$ cat src/rtl/medidor_pwm_if.sv
// rtl/medidor_pwm_if.sv - PWM line in, measured duty/period/status out
interface medidor_pwm_if #(
    parameter int W = 10
);
    logic         pwm_in;
    logic [W-1:0] duty;
    logic [W:0]   period;
    logic         valid;
    logic         steady;

    modport master (
        output pwm_in,
        input  duty, period, valid, steady
    );

    modport slave (
        input  pwm_in,
        output duty, period, valid, steady
    );
endinterface

$ cat src/rtl/medidor_pwm.sv
// rtl/medidor_pwm.sv - PWM duty/period meter with stuck-line flag; optional debounce via PWM_MEAS_FILTER_EN
module medidor_pwm #(
    parameter int W       = 10,
    parameter int TIMEOUT = 1024,
    parameter int SYNC    = 2
) (
    input  logic          clk,
    input  logic          reset_n,
    medidor_pwm_if.slave  bus
);
    typedef enum logic [1:0] {IDLE, MEAS, STUCK} state_t;

    localparam logic [W:0] ONE = (W+1)'(1);
    localparam logic [W:0] TO  = (W+1)'(TIMEOUT);

    state_t        state, state_n;
    logic [SYNC-1:0] sync_q;
    logic          pwm_s;
    logic          level;
    logic          pwm_d;
    logic          rise;
    logic [W:0]    per_cnt, per_n;
    logic [W:0]    hi_cnt, hi_n;
    logic [W-1:0]  duty_q, duty_n;
    logic [W:0]    period_q, period_n;
    logic          valid_q, valid_n;
    logic          steady_q, steady_n;

    always_ff @(posedge clk) begin
        if (!reset_n) sync_q <= '0;
        else          sync_q <= {sync_q[SYNC-2:0], bus.pwm_in};
    end

    assign pwm_s = sync_q[SYNC-1];

`ifdef PWM_MEAS_FILTER_EN
    // level follows pwm_s only once three consecutive samples agree on the new value
    logic [1:0] hist_q;
    logic       filt_q;

    always_ff @(posedge clk) begin
        if (!reset_n) begin
            hist_q <= '0;
            filt_q <= 1'b0;
        end else begin
            hist_q <= {hist_q[0], pwm_s};
            if (hist_q == {2{pwm_s}} && pwm_s != filt_q)
                filt_q <= pwm_s;
        end
    end

    assign level = filt_q;
`else
    assign level = pwm_s;
`endif

    assign rise = level & ~pwm_d;

    always_ff @(posedge clk) begin
        if (!reset_n) begin
            state    <= IDLE;
            pwm_d    <= 1'b0;
            per_cnt  <= '0;
            hi_cnt   <= '0;
            duty_q   <= '0;
            period_q <= '0;
            valid_q  <= 1'b0;
            steady_q <= 1'b0;
        end else begin
            state    <= state_n;
            pwm_d    <= level;
            per_cnt  <= per_n;
            hi_cnt   <= hi_n;
            duty_q   <= duty_n;
            period_q <= period_n;
            valid_q  <= valid_n;
            steady_q <= steady_n;
        end
    end

    always_comb begin
        state_n  = state;
        per_n    = per_cnt;
        hi_n     = hi_cnt;
        duty_n   = duty_q;
        period_n = period_q;
        valid_n  = 1'b0;
        steady_n = steady_q;
        case (state)
            IDLE: begin
                if (rise) begin
                    state_n = MEAS;
                    per_n   = ONE;
                    hi_n    = ONE;
                end
            end
            MEAS: begin
                if (rise) begin
                    duty_n   = hi_cnt[W-1:0] - W'(1);
                    period_n = per_cnt;
                    valid_n  = 1'b1;
                    per_n    = ONE;
                    hi_n     = ONE;
                end else if (per_cnt < TO) begin
                    per_n = per_cnt + ONE;
                    hi_n  = hi_cnt + {{W{1'b0}}, level};
                end else begin
                    // no edge within TIMEOUT: one final report of the static level
                    state_n  = STUCK;
                    steady_n = 1'b1;
                    period_n = '0;
                    valid_n  = 1'b1;
                    duty_n   = {W{level}};
                end
            end
            STUCK: begin
                duty_n = {W{level}};
                if (rise) begin
                    state_n  = MEAS;
                    steady_n = 1'b0;
                    per_n    = ONE;
                    hi_n     = ONE;
                end
            end
            default: state_n = IDLE;
        endcase
    end

    assign bus.duty   = duty_q;
    assign bus.period = period_q;
    assign bus.valid  = valid_q;
    assign bus.steady = steady_q;
endmodule

$ cat src/flat_wrapper.sv
// flat-port wrapper written by rule: the top's interface ports become plain ports
module medidor_pwm_flat 
#(
    parameter int W       = 10,
    parameter int TIMEOUT = 1024,
    parameter int SYNC    = 2
)
  (clk, reset_n, bus_pwm_in, bus_duty, bus_period, bus_valid, bus_steady);
  medidor_pwm_if #(.W(W)) bus_i ();
  input  logic clk;
  input  logic reset_n;
  input wire logic [$bits(bus_i.pwm_in)-1:0] bus_pwm_in;
  output wire logic [$bits(bus_i.duty)-1:0] bus_duty;
  output wire logic [$bits(bus_i.period)-1:0] bus_period;
  output wire logic [$bits(bus_i.valid)-1:0] bus_valid;
  output wire logic [$bits(bus_i.steady)-1:0] bus_steady;
  assign bus_i.pwm_in = bus_pwm_in;
  assign bus_duty = bus_i.duty;
  assign bus_period = bus_i.period;
  assign bus_valid = bus_i.valid;
  assign bus_steady = bus_i.steady;
  medidor_pwm #(.W(W), .TIMEOUT(TIMEOUT), .SYNC(SYNC)) u_core (.clk(clk), .reset_n(reset_n), .bus(bus_i));
endmodule
$ cat config.mk
export PLATFORM = sky130hd
export DESIGN_NAME = medidor_pwm_flat
export DESIGN_NICKNAME = d
export VERILOG_FILES = /design/src/rtl/medidor_pwm_if.sv /design/src/rtl/medidor_pwm.sv /design/src/flat_wrapper.sv
export SDC_FILE = /design/constraint.sdc
export NUM_CORES = 1
export LEC_CHECK = 0
export CAP_MARGIN = 15
export CORE_ASPECT_RATIO = 2
export CORE_MARGIN = 4
export CORE_UTILIZATION = 30
export CTS_BUF_LIST = sky130_fd_sc_hd__clkbuf_4
export DETAILED_ROUTE_END_ITERATION = 6
export PLACE_DENSITY = 0.53
export SLEW_MARGIN = 20
export SYNTH_ARGS = -nofsm -noshare
export SYNTH_HDL_FRONTEND = slang
export SYNTH_SLANG_ARGS = --single-unit
$ cat constraint.sdc
create_clock -name clk -period 2.8 [get_ports clk]
set_input_delay 0.7 -clock clk [delete_from_list [all_inputs] [get_ports clk]]
set_output_delay 0.7 -clock clk [all_outputs]
set_load 0.03 [all_outputs]
Fig. 1: run 1, wiring by layer
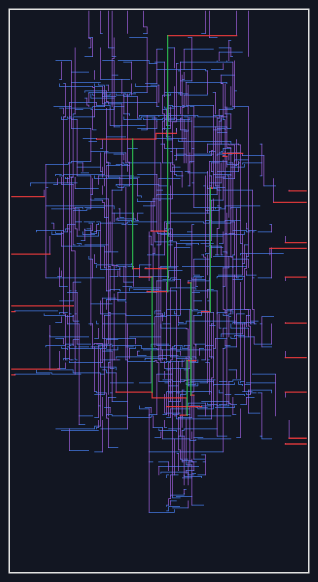
M4: shown in green, wire length 187 um. M2: shown in purple, wire length 3090 um. M1: shown in blue, wire length 2110 um. M3: shown in red, wire length 192 um.

Fig. 2: run 1, pin placement
Pins as bars across the die edge, other pins in gray.
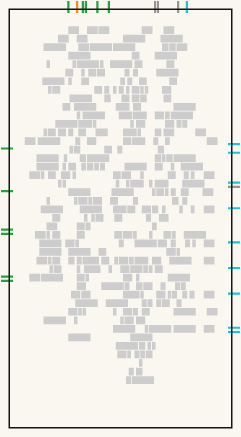
bus_valid: shown in orange, pins 1, direction output, edge top. bus_period: shown in green, pins 11, direction output, edge 6 left, 5 top. bus_duty: shown in cyan, pins 10, direction output, edge 9 right, 1 top.
All pins by edge: 10 right, 10 top, 6 left.
die width: 70.4 um
chip height: 133 um

Fig. 3: run 1, where the registers sit
Other sequential cells in the stronger gray, the rest of the logic in the fainter gray.
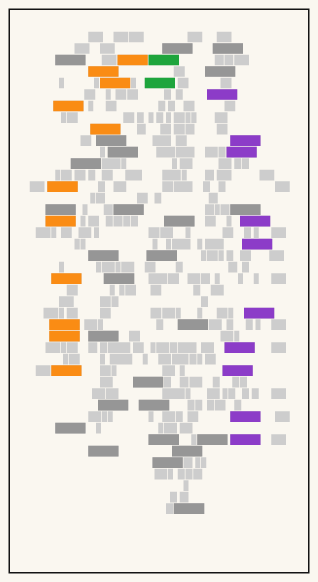
u_core.bus.period: shown in orange, flops 11. u_core.state: shown in green, flops 2. u_core.bus.duty: shown in purple, flops 10.
Another 26 sequential cells are not colored.
Sequential Power: 720 uW
Storage cell area: 981 um^2
sequential share of cell area: 35.7%
Final Core Density: 36.2%

==> Changelog: implementation, run 1 <==
### Changed

* Outcome: finished clean
* Pwr Density at 435 nW/um^2
* Io pins at 26
* Crit path max-delay family: AND-OR/OR-AND gates
* Initial core utilization at 30.8%
* Synth area leader: dfxtp_1
* Placed wire-length estimate at 4.17 mm
* Worst path cell trace: inv_1, ha_1, a211o_1, a2111o_1, or3_1, a21oi_1
* Layout cell share with drive strength beyond 1 at 7.77%
* Max Buffers Root-to-Sink at 2
* Post-CTS sizing at 0
* Sequential power share at 60.2%
* CTS Hold Bufs at 0
* Initial antenna violation count at 1
* NetSw at 325 uW
* Pins Over Slew Limit at 0
* Cycle use final at 79.7%
* DRC at 0
* Final wirelength at between 5 and 6 mm
* Total Power at 1200 uW
* Row count at 45
* CP Class: flip-flop to flip-flop
* FILL cells at 799
* Worst EP arrival at 2.56 ns
* Fmax at approximately 450 MHz
* Setup repair bufs after CTS at 0
* Via density at 5.05
* Slowest CP cell: a2111o_1
* DRT iter0 DRCs at around 94
* FFs w/ async S/R, synth at 0%
* Routability cong. at 0.840
* Final clock skew at 0.0184 ns
* Post-DP Area at 2690 um^2
* Wire per inst at approximately 14 um
* Synth top cells by count: 49 x dfxtp_1, 36 x nor2_1, 16 x nand2_1
* TritonRoute pass-1 iters at 4
* Post-synth EDFFs at 0
* Synth Instances at 273
* Synth Warn # at 0
-- run 1: power by group through the flow --
| stage | Clock [uW] | Combinational [uW] | Sequential [uW] |
|---|---|---|---|
| 6_report | 345 | 131 | 720 |
| 4_1_cts | 370 | 133 | 721 |
| 2_1_floorplan | 0 | 81.1 | 744 |
| 5_1_grt | 389 | 146 | 722 |
| 3_5_place_dp | 0 | 132 | 736 |
| 3_3_place_gp | 0 | 131 | 736 |
-- run 1: logic make-up after synthesis --
kind of cell	Yosys count	share of synthesized area (%)
flip-flops	49	41.9
adder cells (fa/ha/maj)	9	4.82
XOR/XNOR	16	5.99
multiplexers	1	0.482
AND/OR/NAND/NOR	95	20.0
AND-OR/OR-AND	72	21.6
buffers and inverters	31	5.19
-- run 1: path summary, 6_finish.rpt --
kind | to | slack, ns | cells after the start
worst min-delay path | u_core.bus.duty[0] | 0.46 | 2
worst max register to register | u_core.hi_cnt[9] | 0.57 | 6
worst min register to register | u_core.bus.duty[0] | 0.46 | 2
worst max-delay path | u_core.hi_cnt[9] | 0.57 | 6
-- run 1: layout make-up --
class / count / area, um^2 / area share, %
inverters: 14 / 52.6 / 1.91
diodes: 1 / 2.50 / 0.0910
clock buffers: 6 / 45.0 / 1.64
repair buffers: 32 / 303 / 11.0
clock inverters: 2 / 13.8 / 0.500
well taps: 94 / 118 / 4.27
flip-flops and latches: 49 / 981 / 35.7
multi-input cells: 193 / 1240 / 44.9
-- run 1: layer usage --
layer  track usage (%)  up-vias  routed length, um
li1                  -     1006                  -
met1              12.2      918               2110
met2              22.3       39               3090
met3              2.59       13                191
met4              7.04        0                187
met5                 0        -                  0
-- run 1: worst min-delay path: cells and delay by family (launching register included) --
family / cells / cell delay [ns]
AND/OR/NAND/NOR: 1 / 0.05
flip-flops: 1 / 0.34
AND-OR/OR-AND: 1 / 0.05
## Run 2: what changed since run 1
==> constraint.sdc (replaced) <==
create_clock -name clk -period 2.26 [get_ports clk]
set_input_delay 0.565 -clock clk [delete_from_list [all_inputs] [get_ports clk]]
set_output_delay 0.565 -clock clk [all_outputs]
set_load 0.03 [all_outputs]
Fig. 4: run 2, wiring by layer
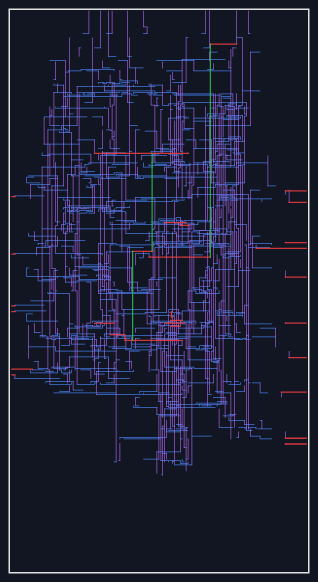
M1: shown in blue, wire length 2300 um. M2: shown in purple, wire length 3220 um. M3: shown in red, wire length 153 um. M4: shown in green, wire length 94.5 um.
wire per inst: 14.5 um
total vias in the final route: 2020
All-Layer GR Usage: 12.7%
final wirelength: 5.77 mm

Fig. 5: run 2, where the registers sit
Other sequential cells in the stronger gray, the rest of the logic in the fainter gray.
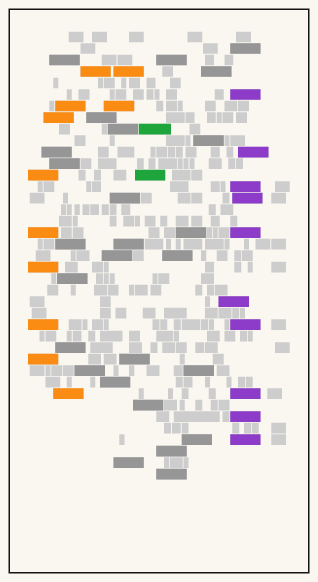
u_core.state: shown in green, flops 2. u_core.bus.period: shown in orange, flops 11. u_core.bus.duty: shown in purple, flops 10.
Another 26 sequential cells are not colored.

==> run 2 against run 1 <==
Net effect:
- worst setup slack worse by 0.44 ns
- hold slack worse by 0.0046 ns
- power is 34% higher
==> Changelog: implementation, run 2 <==
### Changed

* Outcome: finished clean
* FFs w/ async S/R, synth at 0% (unchanged)
* Routability cong. at 0.820 (-2.3%)
* R2R setup slack at 0.13 ns (-0.44 ns)
* FILL cells at 811 (+1.5%)
* Hold Path End: u_core.sync_q[1]
* Area grow syn2layout at 20.5%
* Synth Warn # at 0 (unchanged)
* Final clock skew at 0.0139 ns (-0.00451 ns)
* Pwr Density at 567 nW/um^2 (+30%)
* Worst path cell trace: inv_1, ha_1, a211o_1, a2111o_1, or3_1, a21oi_1
* Post-synthesis cell area at ~2300 um^2
* Crit path capture: u_core.hi_cnt[7]
* Cycle use final at 94.1% (+14 points)
* Via density at 5.09 (+0.68%)
* Worst EP arrival at 2.44 ns (-0.12 ns)
* Io pins at 26 (unchanged)
* Fmax at 470 MHz (+4.9%)
* DRC at 0 (unchanged)
* Hold path cells at 1 (-1)
* Worst reg2reg endpoint: u_core.hi_cnt[7]
* Initial core utilization at 30.8% (unchanged)
* Synth area leader: dfxtp_1
* Total Power at 1600 uW (+34%)
* Initial antenna violation count at 1 (unchanged)
* H-tree lvl count at 2
* Pins Over Slew Limit at 0 (unchanged)
* Crit path max-delay family: AND-OR/OR-AND gates
* Vias in the first global route at 1962
* Post-DP Area at 2740 um^2 (+1.7%)
* Die width at 70.4 um (unchanged)
* TritonRoute pass-1 iters at 4 (unchanged)
* Max Buffers Root-to-Sink at 2 (unchanged)
* Post-synth EDFFs at 0 (unchanged)
* Setup ws final at 0.132 ns
* Final Core Density at 37.1% (+0.87 points)
* Synth Area per Inst at 8.57 um^2
* Placed wire-length estimate at 4.33 mm (+3.7%)
* Layout cell share with drive strength beyond 1 at 9.60% (+1.8 points)
* Slowest CP cell: a2111o_1
* Row count at 45 (unchanged)
* Synth Instances at 273 (unchanged)
* Dominant logic cell type in the layout: dfxtp_1
* Synth top cells by count: 49 x dfxtp_1, 36 x nor2_1, 16 x nand2_1
* Critical Path Stages at 6 (unchanged)
* R2R depth at 6 (unchanged)
-- run 2: cell counts after synthesis --
Identical to the previous run, type by type.
-- run 2: per-layer routing --
metal | wire length [um] | part of all wire, % | vias up | GRT usage (%)
met1 | 2300 | 40 | 953 | 13.3
met3 | 152 | 2.6 | 6 | 2.13
met2 | 3220 | 56 | 37 | 24.2
met5 | 0 | 0 | - | 0
li1 | - | - | 1024 | -
met4 | 94 | 1.6 | 0 | 5.12
-- run 2: kinds of logic after synthesis --
kind of cell,count (synthesis),synth area share (%)
AOI/OAI and AO/OA,72,21.6
xor gates and xnor gates,16,5.99
adders and majority gates,9,4.82
buffers and inverters,31,5.19
DFF,49,41.9
muxes,1,0.482
and+or+nand+nor,95,20.0
-- run 2: final cells by class --
cell class | instances | area (um^2) | area share [%]
inverters | 14 | 52.6 | 1.87
clock buffers | 5 | 37.5 | 1.33
flip-flops and latches | 49 | 982 | 34.9
clock inverters | 3 | 41.3 | 1.47
repair buffers | 38 | 348 | 12.3
multi-input cells | 193 | 1240 | 43.9
diodes | 1 | 2.50 | 0.0888
well taps | 94 | 118 | 4.17
-- run 2: timing repair --
action / in CTS / in global routing
resized: 0 / 1
endpoints found under the setup margin: 0 / 2
hold buffers: 0 / 0
-- run 2: worst register-to-register path, cell delays in order (launching register included) --
cell      delay [ns]
dfxtp_1         0.40
inv_1           0.10
ha_1            0.21
a211o_1         0.39
a2111o_1        0.47
or3_1           0.33
a21oi_1         0.16
-- run 2: power by group --
part	internal [uW]	leakage (uW)	total [uW]	switching [uW]
Combinational	68.7	0.000511	171	102
Clock	229	0.0000389	536	307
Sequential	879	0.000396	892	12.3
## Run 3: what changed since run 2
--- a/config.mk
+++ b/config.mk
@@ -6,7 +6,7 @@
 export NUM_CORES = 1
 export LEC_CHECK = 0
 export CAP_MARGIN = 15
-export CORE_ASPECT_RATIO = 2
+export CORE_ASPECT_RATIO = 0.9
 export CORE_MARGIN = 4
 export CORE_UTILIZATION = 30
 export CTS_BUF_LIST = sky130_fd_sc_hd__clkbuf_4
Fig. 6: run 3, clock nets
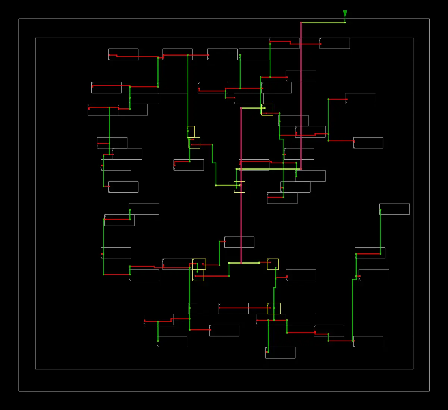
registers: 49
Clock group: 422 uW
clk latency late pin: 0.38 ns
clk sinks: 49
CTS buffer count: 5

Fig. 7: run 3, pin placement
Pins as bars across the die edge, other pins in gray.
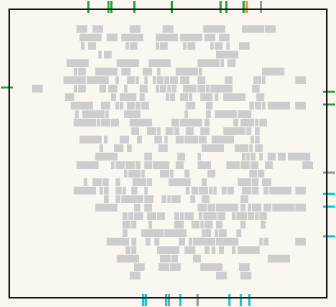
bus_period: shown in green, pins 11, direction output, edge 8 top, 2 right, 1 left. bus_valid: shown in orange, pins 1, direction output, edge top. bus_duty: shown in cyan, pins 10, direction output, edge 7 bottom, 3 right.
All pins by edge: 10 top, 9 bottom, 6 right, 1 left.
chip height: 91.8 um
port buffer count: 25

==> run 3 against run 2 <==
Net effect:
- clock power down 21%
- cell count rose by 0.76%
- non-clock buffer count up 2
- hold slack about the same
- combinational power grew 3%
- synthesized cell count stayed put
- area after synthesis did not move
- sequential share of layout area hardly changed
- power shrank 7.0%
- clock skew is essentially flat
- critical path type unchanged
- critical endpoint unchanged
- largest power group unchanged
- highest routed layer unchanged
==> Changelog: implementation, run 3 <==
### Changed

* Outcome: finished clean
* Routability cong. at 0.806 (-1.7%)
* FILL cells at 792 (-2.3%)
* Yosys reg bits at 49
* Synth Warn # at 0 (unchanged)
* Distinct lib cells at 44
* Max Buffers Root-to-Sink at 2 (unchanged)
* Wire per inst at 13.1 um (-10%)
* Synth Area per Inst at 8.57 um^2 (unchanged)
* Tool Warnings at 30
* ANT nets after route at 0
* Vias in the first global route at 1888 (-3.8%)
* Dominant logic cell type in the layout: dfxtp_1
* Post-layout min period at 2.09 ns
* Synth Instances at 273 (unchanged)
* Worst slew margin at about 63%
* CP Class: flip-flop to flip-flop
* CP peak stage delay at between 0.4 and 0.5 ns
* Combinational gate area at 1240 um^2 (unchanged)
* Final clock skew at 0.0141 ns (+0.000158 ns)
* Post-synthesis cell area at 2340 um^2 (unchanged)
* TritonRoute pass-1 iters at 4 (unchanged)
* Synth top cells by count: 49 x dfxtp_1, 36 x nor2_1, 16 x nand2_1
* Adder Area Share at 4.82% (unchanged)
* Xor+xnor area frac at 5.99% (unchanged)
* Sequential fraction of the synthesis area at 41.9%
* Main logic family: AND-OR/OR-AND gates
* Post-synth EDFFs at 0 (unchanged)
* Clock root buffer master: clkbuf_4
* Mux frac, synth at 0.482% (unchanged)
* CTS Hold Bufs at 0 (unchanged)
* ANT cells at 0 (-1)
* Worst Setup Start Kind: flip-flop
* Total global routing overflow at 0
* Die width at 101 um (+43%)
* Worst path cell trace: inv_1, ha_1, a211o_1, a2111o_1, or3_1, a21oi_1
* Layout Nets at 315
* Slowest CP cell: a2111o_1
* Synth Area in Simple Gates at 20.0% (unchanged)
* Yosys aoi share at 21.6% (unchanged)
* Storage cell area at 981 um^2 (-0.13%)
* Synth area leader: dfxtp_1
* H-tree lvl count at 2 (unchanged)
* CTS tree: built
* Io pins at 26 (unchanged)
* Placed wire-length estimate at 3.95 mm (-8.7%)
* Crit path max-delay family: AND-OR/OR-AND gates
* Chip area at around 9000 um^2
* DRC at 0 (unchanged)
* Fmax at 478 MHz (+1.7%)
* Peak VDD IR at 0.000206 V
* Total vias in the final route at 1962 (-2.9%)
* Final wirelength at 5.23 mm (-9.3%)
* FFs w/ async S/R, synth at 0% (unchanged)
* Post-CTS sizing at 0 (unchanged)
* Final setup viols at 0
* Cycle use final at 92.5% (-1.6 points)
* Worst EP arrival at 2.40 ns (-0.04 ns)
* RSZ-0062 raised after global routing: false
* All-Layer GR Usage at 11.8% (-0.88 points)
* Initial antenna violation count at 0 (-1)
* Main flop type: dfxtp_1
* Via density at 4.91 (-3.6%)
* Area grow syn2layout at 20.3%
* Worst Setup End Kind: flip-flop
* Worst path required time at approximately 2.6 ns
* Count of final hold-check violations at 0
* Row count at 30 (-33%)
* Layout cell share with drive strength beyond 1 at 10.2% (+0.59 points)
* Initial core utilization at 30.8% (+0.076 points)
* Final TNS setup at 0 ns
* Pins Over Slew Limit at 0 (unchanged)
* Pwr Density at 529 nW/um^2 (-6.8%)
* Dpl cells at 392
run 3: report_power, final:
group / internal [uW] / total (uW) / switching [uW]
registers: 879 / 889 / 10.3
clock network: 124 / 422 / 298
logic: 71.5 / 176 / 104
run 3: through the flow:
step	hold slack (ns)	util [%]	setup slack, ns	cell area, um^2	total power (uW)
finish	0.454	37.1	0.169	2810	1490
global route	0.469	37.1	0.00566	2810	1560
global placement	0.419	36.3	0.299	2750	1080
floorplan	0.412	-	0.300	2340	1020
detailed placement	0.424	36.3	0.225	2750	1080
CTS	0.453	37.1	0.173	2810	1510
run 3: layer usage:
metal | up-vias | routed length [um] | global-route usage, %
met4 | 0 | 74 | 3.65
li1 | 1026 | - | -
met2 | 34 | 2280 | 17.6
met3 | 5 | 153 | 1.83
met5 | - | 0 | 0
met1 | 897 | 2720 | 17.4
run 3: path summary, 6_finish.rpt:
| check | to | depth (start not counted) | startpoint | slack, ns |
|---|---|---|---|---|
| hold / removal | u_core.sync_q[1] | 1 | u_core.sync_q[0] | 0.45 |
| hold reg to reg | u_core.sync_q[1] | 1 | u_core.sync_q[0] | 0.45 |
| setup / recovery | u_core.hi_cnt[7] | 6 | u_core.state[0] | 0.17 |
| setup reg to reg | u_core.hi_cnt[7] | 6 | u_core.state[0] | 0.17 |
run 3: cell type report:
| class | instances | share of cell area (%) |
|---|---|---|
| clock buffer | 5 | 1.33 |
| clock inverter | 3 | 0.801 |
| inverter | 14 | 1.87 |
| multi-input combinational | 193 | 44.0 |
| sequential | 49 | 34.9 |
| tap | 96 | 4.27 |
| timing repair buffer | 40 | 12.9 |
Power is estimated from default activity; no workload was simulated.
